Figure 1. Placement view (run 1).
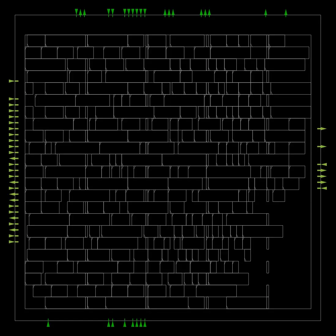
Figure 2. Metal 3 (run 1).
Drawn at 4 px/um. Cells faint in the background.
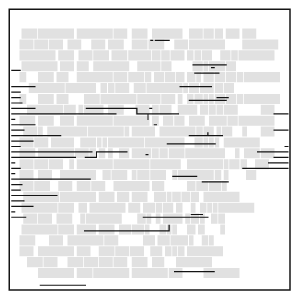
Figure 3. Nets reached from selected ports (run 1).
Drawn at 6 px/um.
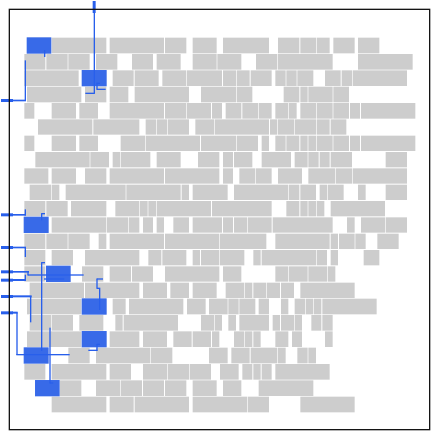
Figure 4. Wire density map (run 1).
Drawn at 6 px/um. 14 x 14 tiles, from dark blue (low) to red (high), scaled to the fullest tile. Values are wire area over tile area, all layers added.
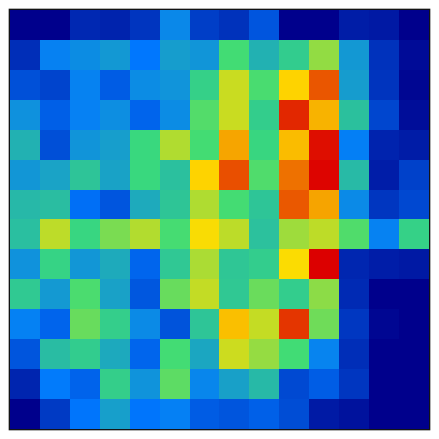
[src/rtl/counter_sequencer_if.sv]
// Interface bundling the config, control and counter-side signals of the
// interval-timer sequencer. The sequencer connects through the slave modport.
interface counter_sequencer_if #(
  parameter int N  = 8,
  parameter int PW = 8
);
  logic          cfg_valid;
  logic          cfg_ready;
  logic [N-1:0]  cfg_start;
  logic [N-1:0]  cfg_period;
  logic [PW-1:0] cfg_prescale;
  logic          cfg_periodic;
  logic          start;
  logic          stop;
  logic          pause;
  logic          cnt_load;
  logic          cnt_en;
  logic [N-1:0]  cnt_load_data;
  logic [N-1:0]  cnt_count;
  logic          busy;
  logic          done;
  logic [7:0]    period_count;

  modport slave (
    input  cfg_valid, cfg_start, cfg_period, cfg_prescale, cfg_periodic,
    input  start, stop, pause, cnt_count,
    output cfg_ready, cnt_load, cnt_en, cnt_load_data, busy, done, period_count
  );

  modport master (
    output cfg_valid, cfg_start, cfg_period, cfg_prescale, cfg_periodic,
    output start, stop, pause, cnt_count,
    input  cfg_ready, cnt_load, cnt_en, cnt_load_data, busy, done, period_count
  );
endinterface

[src/rtl/counter_sequencer.sv]
// Interval-timer controller driving an external load/enable up-counter.
// Holds a captured config, prescales the count rate, detects terminal count
// and reports it with a one-cycle done pulse.
//
//   state  | meaning
//   IDLE   | waiting for start, config accepted
//   LOAD   | one cycle, counter loaded with start value
//   RUN    | prescaler and counter advancing
//   PAUSED | held by pause level
//   DONE   | one-shot finished, config accepted, start reruns
module counter_sequencer #(
  parameter int N  = 8,
  parameter int PW = 8
) (
  input  logic clk,
  input  logic reset,
  counter_sequencer_if.slave bus
);

  typedef enum logic [2:0] {
    S_IDLE   = 3'd0,
    S_LOAD   = 3'd1,
    S_RUN    = 3'd2,
    S_PAUSED = 3'd3,
    S_DONE   = 3'd4
  } state_t;

  state_t        r_state;
  logic [N-1:0]  r_start_val;
  logic [N-1:0]  r_period_val;
  logic [PW-1:0] r_prescale;
  logic          r_periodic;
  logic          r_cfg_loaded;
  logic [PW-1:0] r_prescaler;
  logic [7:0]    r_period_count;

  logic w_cfg_ready;
  logic w_capture;
  logic w_active;
  logic w_tick;
  logic w_terminal;

  assign w_cfg_ready = (r_state == S_IDLE) || (r_state == S_DONE);
  assign w_capture   = bus.cfg_valid && w_cfg_ready;

  // PAUSED with pause released counts like RUN, so the added delay equals
  // exactly the number of cycles pause was high.
  assign w_active   = ((r_state == S_RUN) || (r_state == S_PAUSED)) && !bus.stop && !bus.pause;
  assign w_tick     = w_active && (r_prescaler == r_prescale);
  assign w_terminal = w_tick && (bus.cnt_count == r_period_val);

  assign bus.cfg_ready     = w_cfg_ready;
  assign bus.busy          = (r_state == S_LOAD) || (r_state == S_RUN) || (r_state == S_PAUSED);
  assign bus.cnt_load      = !bus.stop && ((r_state == S_LOAD) || (w_terminal && r_periodic));
  assign bus.cnt_en        = w_tick && !w_terminal;
  assign bus.done          = w_terminal;
  assign bus.cnt_load_data = r_start_val;
  assign bus.period_count  = r_period_count;

  // Config capture, sequencing state, prescaler and period counter.
  always_ff @(posedge clk or posedge reset) begin
    if (reset) begin
      r_state        <= S_IDLE;
      r_start_val    <= '0;
      r_period_val   <= '0;
      r_prescale     <= '0;
      r_periodic     <= 1'b0;
      r_cfg_loaded   <= 1'b0;
      r_prescaler    <= '0;
      r_period_count <= '0;
    end else begin
      if (w_capture) begin
        r_start_val  <= bus.cfg_start;
        r_period_val <= bus.cfg_period;
        r_prescale   <= bus.cfg_prescale;
        r_periodic   <= bus.cfg_periodic;
        r_cfg_loaded <= 1'b1;
      end
      case (r_state)
        S_IDLE, S_DONE: begin
          if (bus.stop)
            r_state <= S_IDLE;
          else if (bus.start && (r_cfg_loaded || w_capture))
            r_state <= S_LOAD;
        end
        S_LOAD: begin
          if (bus.stop) begin
            r_state <= S_IDLE;
          end else begin
            r_prescaler    <= '0;
            r_period_count <= '0;
            r_state        <= S_RUN;
          end
        end
        S_RUN, S_PAUSED: begin
          if (bus.stop) begin
            r_state <= S_IDLE;
          end else if (bus.pause) begin
            r_state <= S_PAUSED;
          end else begin
            r_state <= S_RUN;
            if (w_tick) begin
              r_prescaler <= '0;
              if (w_terminal) begin
                if (r_period_count != 8'hFF)
                  r_period_count <= r_period_count + 8'd1;
                if (!r_periodic)
                  r_state <= S_DONE;
              end
            end else begin
              r_prescaler <= r_prescaler + 1'b1;
            end
          end
        end
        default: r_state <= S_IDLE;
      endcase
    end
  end

endmodule

[src/flat_wrapper.sv]
// flat-port wrapper written by rule: the top's interface ports become plain ports
module counter_sequencer_flat 
#(
  parameter int N  = 8,
  parameter int PW = 8
)
  (clk, reset, bus_cfg_valid, bus_cfg_start, bus_cfg_period, bus_cfg_prescale, bus_cfg_periodic, bus_start, bus_stop, bus_pause, bus_cnt_count, bus_cfg_ready, bus_cnt_load, bus_cnt_en, bus_cnt_load_data, bus_busy, bus_done, bus_period_count);
  counter_sequencer_if #(.N(N), .PW(PW)) bus_i ();
  input  logic clk;
  input  logic reset;
  input wire logic [$bits(bus_i.cfg_valid)-1:0] bus_cfg_valid;
  input wire logic [$bits(bus_i.cfg_start)-1:0] bus_cfg_start;
  input wire logic [$bits(bus_i.cfg_period)-1:0] bus_cfg_period;
  input wire logic [$bits(bus_i.cfg_prescale)-1:0] bus_cfg_prescale;
  input wire logic [$bits(bus_i.cfg_periodic)-1:0] bus_cfg_periodic;
  input wire logic [$bits(bus_i.start)-1:0] bus_start;
  input wire logic [$bits(bus_i.stop)-1:0] bus_stop;
  input wire logic [$bits(bus_i.pause)-1:0] bus_pause;
  input wire logic [$bits(bus_i.cnt_count)-1:0] bus_cnt_count;
  output wire logic [$bits(bus_i.cfg_ready)-1:0] bus_cfg_ready;
  output wire logic [$bits(bus_i.cnt_load)-1:0] bus_cnt_load;
  output wire logic [$bits(bus_i.cnt_en)-1:0] bus_cnt_en;
  output wire logic [$bits(bus_i.cnt_load_data)-1:0] bus_cnt_load_data;
  output wire logic [$bits(bus_i.busy)-1:0] bus_busy;
  output wire logic [$bits(bus_i.done)-1:0] bus_done;
  output wire logic [$bits(bus_i.period_count)-1:0] bus_period_count;
  assign bus_i.cfg_valid = bus_cfg_valid;
  assign bus_i.cfg_start = bus_cfg_start;
  assign bus_i.cfg_period = bus_cfg_period;
  assign bus_i.cfg_prescale = bus_cfg_prescale;
  assign bus_i.cfg_periodic = bus_cfg_periodic;
  assign bus_i.start = bus_start;
  assign bus_i.stop = bus_stop;
  assign bus_i.pause = bus_pause;
  assign bus_i.cnt_count = bus_cnt_count;
  assign bus_cfg_ready = bus_i.cfg_ready;
  assign bus_cnt_load = bus_i.cnt_load;
  assign bus_cnt_en = bus_i.cnt_en;
  assign bus_cnt_load_data = bus_i.cnt_load_data;
  assign bus_busy = bus_i.busy;
  assign bus_done = bus_i.done;
  assign bus_period_count = bus_i.period_count;
  counter_sequencer #(.N(N), .PW(PW)) u_core (.clk(clk), .reset(reset), .bus(bus_i));
endmodule
[config.mk]
export PLATFORM = sky130hd
export DESIGN_NAME = counter_sequencer_flat
export DESIGN_NICKNAME = d
export VERILOG_FILES = /design/src/rtl/counter_sequencer_if.sv /design/src/rtl/counter_sequencer.sv /design/src/flat_wrapper.sv
export SDC_FILE = /design/constraint.sdc
export NUM_CORES = 1
export LEC_CHECK = 0
export CORE_MARGIN = 2
export CORE_UTILIZATION = 52
export CTS_CLUSTER_DIAMETER = 60
export DETAILED_ROUTE_END_ITERATION = 12
export GPL_TIMING_DRIVEN = 0
export PLACE_DENSITY = 0.85
export SLEW_MARGIN = 20
export SYNTH_ARGS = -nofsm -noshare
export SYNTH_HDL_FRONTEND = slang
export SYNTH_SLANG_ARGS = --single-unit
[constraint.sdc]
create_clock -name clk -period 3.75 [get_ports clk]
set_clock_uncertainty 0.15 [all_clocks]
set_input_delay 1.125 -clock clk [delete_from_list [all_inputs] [get_ports clk]]
set_output_delay 1.125 -clock clk [all_outputs]
set_load 0.05 [all_outputs]
==> results.ini, run 1 <==
[run_status]
status = finished, final reports clean

[die]
die_area_sq_um = 4876
fp_util = 0.5514
rows = 23
core_sq_um = 4086
die_y_um = 69.83
die_x_um = 69.83

[logic_synthesis]
synth.area.top_cells = dfrtp_1 (50%), mux2_2 (12%), xor2_1 (6.2%)
syn_area_sq_um = 2253
yosys.stat.seqShare = 0.4997
ys_cells = 211
fp_nets = 252
ff_type = dfrtp_1
ys_types = 39
synth_area_leader_cell = dfrtp_1
ys_area_sq_um = 2253
synth-seq-cells = 45
edf_count = 0
syn_inst = 211
ys_warn_count = 0
yosys.area.top_type_share = 0.4997
avgSynthCellArea_sq_um = 10.68
postSynth.asyncResetShare = 1.000

[layout]
area_growth_pct = 41.81
fin_nets = 323
fillers = 250
stdcell_area_sq_um = 3196
num_antenna_cells = 0
seqCellArea_sq_um = 1126
logic_area_sq_um = 1217
drive_above_1_share = 0.2580

[placement]
dp_hpwl_um = 3898
globalplace.congestion = 0.8718
dpl_cell_area_sq_um = 2947

[job]
maxCapViolCount = 0
warnings = 29

[critical_path]
critical_path.cell_chain = clkbuf_4, nor4_4, nand3_2, buf_6, buf_4, nor2_2, buf_6
start_kind = input pin
regToRegSetupSlack_ns = 1.28
slowest_delay_ns = 0.32
crit_top_cell = buf_6
cpLargestDelayFamily = buffers and inverters
cp_num_buf_inv = 4
crit_type = in -> out
cp.required_ns = 2.47
cp_data_arrival_time_ns = 2.43
crit_path_end_kind = output port
crit_slowest_cell = nor4_4
crit_fanout = 10

[grt]
grt_pass1_vias = 1928
grt_first_pass_wirelength_um = 9321
gr-total-overflow = 0
grt_start_max_net_pins = 25
antenna_found_initial = 0

[sta]
setup_viol = 0
final.period_utilization = 0.9888
worst_slew_pin_slew_ns = 0.5260
final.setup.tns_ns = 0
min_period_ns = 3.708
holdWs_ns = 0.3424
rsz0062_at_grt = yes
hold_violations = 0
slew_headroom = 0.6482
fmax_mhz = 269.7
drv_slew = 0

[clock_network]
insertion_delay_ns = 0.30
cts_tree = done
htree_levels = 2
clk_pin_slew_ns = 0.08
cts.sinks = 45
cts.path.max_buffers = 2
root_buffer = clkbuf_8
numCtsBuffers = 5

[drt]
drc = 0
drtIter0Drc = 311
via_per_inst = 5.709
first_pass_iters = 4
antenna_left = 0

[pwr]
ir_drop_v = 0.0003535
leakagePower_uw = 0.001262
powerDensity_nw_per_um2 = 430.3

[worst_hold_path]
hold_class = reg -> reg

About Figure 1:
FFs & Latches: 45
Post-Route Utilization: 0.7820
Post-Layout Cell Count: 333
sequential share of cell area: 0.3524
# Taps: 50

About Figure 2:
share of all routed wire: 6.6%
longest straight run: 26.0 um
WL final: 5614 um
Vias: 1901
met3 usage in global routing: 0.06395

About Figure 3:
[blue] `bus_cfg_start` | bits: 8 | direction: input | end cells: 8 | buffers: 8 | wire: 112 um
I/O Buffers: 59
I/O pin cnt: 60

About Figure 4:
mean over tiles: 0.19
nearly empty tiles: 8.7%
tiles over half the peak: 26%
fullest tile: 0.53
densest ninth of the die: middle
emptiest ninth of the die: bottom right
GR Util All Layers: 0.2385
Wirelength per Cell: 16.86 um

-- run 1: kinds of logic (layout without fill, tap and decap cells) --
logic type	after synthesis	in the layout	share of synthesized area
compound gates	32	32	0.09328
xor+xnor	18	18	0.06996
fa+ha+maj	2	2	0.01110
buf+inv	14	86	0.02387
flops	45	45	0.4997
mux	25	25	0.1244
simple gates	75	75	0.1777
-- run 1: layout by cell type, fill, tap and decap left out, drive strengths merged, types with 4 or more instances in the layout --
cell type       n
a21oi           7
buf            18
clkbuf         12
clkdlybuf4s50  46
dfrtp          45
inv             6
mux2           24
nand2          22
nand3           6
nor2           13
nor3            5
nor4            4
o21ai           9
o31ai           5
or4             8
xor2           16
-- run 1: path summary, 6_finish.rpt --
check                                   from                           to  cells after the start
max in group asynchronous              reset         u_core.r_prescale[1]                      3
setup / recovery                    bus_stop                   bus_cnt_en                      7
hold / removal             u_core.r_periodic            u_core.r_state[2]                      1
hold reg to reg            u_core.r_periodic            u_core.r_state[2]                      1
min in group asynchronous              reset  u_core.bus.cnt_load_data[3]                      2
setup reg to reg           u_core.r_state[1]   u_core.bus.period_count[7]                      5
-- run 1: layer usage --
metal  part of all wire  track usage  vias up
li1                   -            -      897
met1               0.41       0.3015      922
met2               0.50       0.3979       71
met3              0.066      0.06395       11
met4              0.026      0.07692        0
met5                  0            0        -
-- run 1: worst register-to-register path: cells and delay by family (launching register included) --
| kind | cells | cell delay, ns |
|---|---|---|
| flip-flops | 1 | 0.58 |
| AND-OR/OR-AND | 2 | 0.54 |
| AND/OR/NAND/NOR | 3 | 1.12 |
-- run 1: through the flow --
step | setup slack (ns) | power [uW] | instances
after floorplan | -0.05498 | 888.8 | 211
after global placement | -1.310 | 1028 | 320
final | 0.04203 | 1375 | 333
after detailed placement | -1.301 | 1047 | 321
after global routing | -0.01149 | 1440 | 333
after CTS | -0.03041 | 1358 | 331
-- run 1: flip-flops by register name, summed over array words and instances (netlist names) --
register                  count
u_core.r_period_val           8
u_core.bus.period_count       8
u_core.r_state                3
u_core.r_prescaler            8
u_core.r_cfg_loaded           1
u_core.r_prescale             8
u_core.r_periodic             1
u_core.bus.cnt_load_data      8
-- run 1: area by class of cell --
| class | count | area share |
|---|---|---|
| flip-flops and latches | 45 | 0.3524 |
| well taps | 50 | 0.01958 |
| multi-input cells | 152 | 0.3810 |
| repair buffers | 64 | 0.1981 |
| clock buffers | 6 | 0.02271 |
| inverters | 6 | 0.007048 |
| plain buffers | 8 | 0.01449 |
| clock inverters | 2 | 0.004699 |
-- run 1: power by group --
group / switching, uW / internal [uW]
sequential: 64.1 / 556
clock: 172 / 131
combinational: 258 / 193
-- run 1: synthesized netlist by cell type (all sizes together), types with 3 or more instances --
cell	count
nor2	13
o31ai	5
buf	3
dfrtp	45
o21ai	9
mux2	24
nand3	6
xor2	16
inv	6
nand2	22
nand4	3
nor3	5
clkbuf	5
nor4	4
or4	8
a21oi	7
-- run 1: what timing repair did --
item                                    CTS  global route
cloned                                    0             0
resized                                  70            18
endpoints found under the setup margin    3             3
setup buffers                             2             2
hold buffers                              0             0
pin swaps                                12             7
--- run 2 (diff from run 1) ---
- GPL_ROUTABILITY_DRIVEN: unset -> 0
Figure 5. Placement view (run 2).
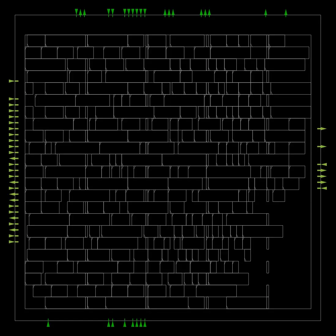
core area: 4086 sq um
filler cell count: 250
# rows: 23

Figure 6. Wire density map (run 2).
Drawn at 6 px/um. 14 x 14 tiles, from dark blue (low) to red (high), scaled to the fullest tile. Values are wire area over tile area, all layers added.
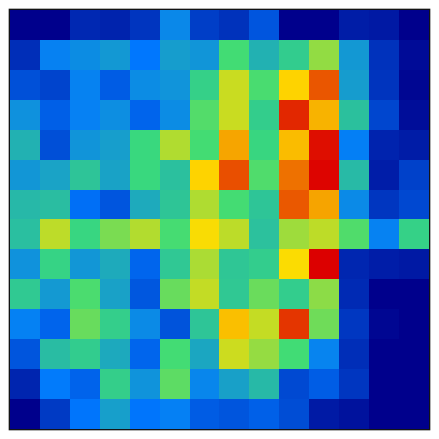
emptiest ninth of the die: bottom right
fullest tile: 0.53
mean over tiles: 0.19
tiles over half the peak: 26%
nearly empty tiles: 8.7%

==> run 2 against run 1 <==
Global-route usage unchanged. Wire length stayed put. Largest cell class unchanged. Worst setup slack did not move. Maximum frequency unchanged. Sequential share of layout area did not move. Critical path depth unchanged. First-iteration DRC count stayed put. Sequential cell count did not move. Final cell count unchanged. Sequential power about the same. Register-to-register slack about the same. Critical path type unchanged. Via count is the same.
==> results.ini, run 2 <==
[run_status]
status = finished, final reports clean

[logic_synthesis]
ys_area_sq_um = 2253
ys_warn_count = 0
synth-seq-cells = 45
postSynth.asyncResetShare = 1.000
fp_nets = 252
common_cells = dfrtp_1 (45), mux2_2 (24), nand2_1 (22)
most_common_cell = dfrtp_1
ys_cells = 211
syn_area_sq_um = 2253
syn_inst = 211
yosys.stat.seqShare = 0.4997
synth.area.top_cells = dfrtp_1 (50%), mux2_2 (12%), xor2_1 (6.2%)
edf_count = 0
yosys.area.top_type_share = 0.4997
avgSynthCellArea_sq_um = 10.68

[clock_network]
cts.path.max_buffers = 2
cts.sinks = 45
cts_tree = done
cts_hold_buf = 0
htree_levels = 2
clk_pin_slew_ns = 0.08
root_buffer = clkbuf_8

[critical_path]
cp_num_buf_inv = 4
crit_path_end_kind = output port
crit_fanout = 10
slowest_delay_ns = 0.32
crit_top_cell = buf_6
critical_path.cell_chain = clkbuf_4, nor4_4, nand3_2, buf_6, buf_4, nor2_2, buf_6
cp.required_ns = 2.47
start_kind = input pin
crit_type = in -> out
cpLargestDelayFamily = buffers and inverters

[grt]
grt_usage = 0.2385
antenna_found_initial = 0
grt_start_max_net_pins = 25
gr-total-overflow = 0
grt_first_pass_wirelength_um = 9321

[worst_hold_path]
hold_class = reg -> reg

[die]
die_area_sq_um = 4876
fp_util = 0.5514
die_x_um = 69.83
io_pins = 60
die_y_um = 69.83

[layout]
num_antenna_cells = 0
fin_nets = 323
lay_top_cells = clkdlybuf4s50_1 (46), dfrtp_1 (45), mux2_2 (24)
fin_cells = 333
area_growth_pct = 41.81
fin_util = 0.7820
final_common_cell = clkdlybuf4s50_1

[pwr]
leakagePower_uw = 0.001262
ir_drop_v = 0.0003535
powerDensity_nw_per_um2 = 430.3

[sta]
setup_viol = 0
holdWs_ns = 0.3424
fmax_mhz = 269.7
worst_slew_pin_slew_ns = 0.5260
final.setup.tns_ns = 0
min_period_ns = 3.708
hold_violations = 0
drv_slew = 0
final.period_utilization = 0.9888
slew_headroom = 0.6482

[placement]
io_buffer_count = 59
dp_hpwl_um = 3898
dp_cells = 321
dp_slack_ns = -1.301

[drt]
drtIter0Drc = 311
vias = 1901
via_per_inst = 5.709
drc = 0
wire_per_inst_um = 16.86

[job]
maxCapViolCount = 0
warnings = 29

[run 2: cell counts after synthesis]
Identical to the previous run, type by type.
[run 2: per-stage QoR]
step / total power [uW] / cell area, sq um
after floorplan: 888.8 / 2266
after global placement: 1028 / 2919
after detailed placement: 1047 / 2947
after CTS: 1358 / 3119
after global routing: 1440 / 3196
final: 1375 / 3196
[run 2: routing by layer]
metal,track usage,vias to the layer above,routed length [um]
met5,0,-,0
met2,0.3979,71,2788
met4,0.07692,0,148
met1,0.3015,922,2307
li1,-,897,-
met3,0.06395,11,369
[run 2: kinds of logic (layout without fill, tap and decap cells)]
group | Yosys count | in the layout | share of synthesized area
flip-flops | 45 | 45 | 0.4997
AND/OR/NAND/NOR | 75 | 75 | 0.1777
buffers and inverters | 14 | 86 | 0.02387
AND-OR/OR-AND | 32 | 32 | 0.09328
XOR/XNOR | 18 | 18 | 0.06996
multiplexers | 25 | 25 | 0.1244
adder cells (fa/ha/maj) | 2 | 2 | 0.01110
[run 2: worst paths after layout]
path | slack, ns | endpoint | startpoint | cells after the start
max in group asynchronous | 1.95 | u_core.r_prescale[1] | reset | 3
setup / recovery | 0.04 | bus_cnt_en | bus_stop | 7
hold reg to reg | 0.34 | u_core.r_state[2] | u_core.r_periodic | 1
setup reg to reg | 1.28 | u_core.bus.period_count[7] | u_core.r_state[1] | 5
min in group asynchronous | 1.01 | u_core.bus.cnt_load_data[3] | reset | 2
hold / removal | 0.34 | u_core.r_state[2] | u_core.r_periodic | 1
[run 2: layout make-up]
type | instances | area [sq um]
repair buffers | 64 | 633.1
fillers | 250 | 890.9
multi-input cells | 152 | 1217
clock inverters | 2 | 15.01
well taps | 50 | 62.56
plain buffers | 8 | 46.29
clock buffers | 6 | 72.57
flip-flops and latches | 45 | 1126
inverters | 6 | 22.52
[run 2: what timing repair did]
action	CTS	global route
pin swaps	12	7
hold endpoints to repair	0	0
setup buffers	2	2
gates cloned	0	0
endpoints found under the setup margin	3	3
resized	70	18
[run 2: worst reg2reg max path, delay by kind of cell (launching register included)]
family             cells  cell delay (ns)
DFF                    1             0.58
AOI/OAI and AO/OA      2             0.54
and+or+nand+nor        3             1.12
[run 2: power breakdown]
part / internal, uW / leakage, uW / switching, uW
Sequential: 556 / 0.000562 / 64.1
Clock: 131 / 0.0000374 / 172
Combinational: 193 / 0.000663 / 258
Power figures rest on the tool's default switching activity, not on a simulated workload.
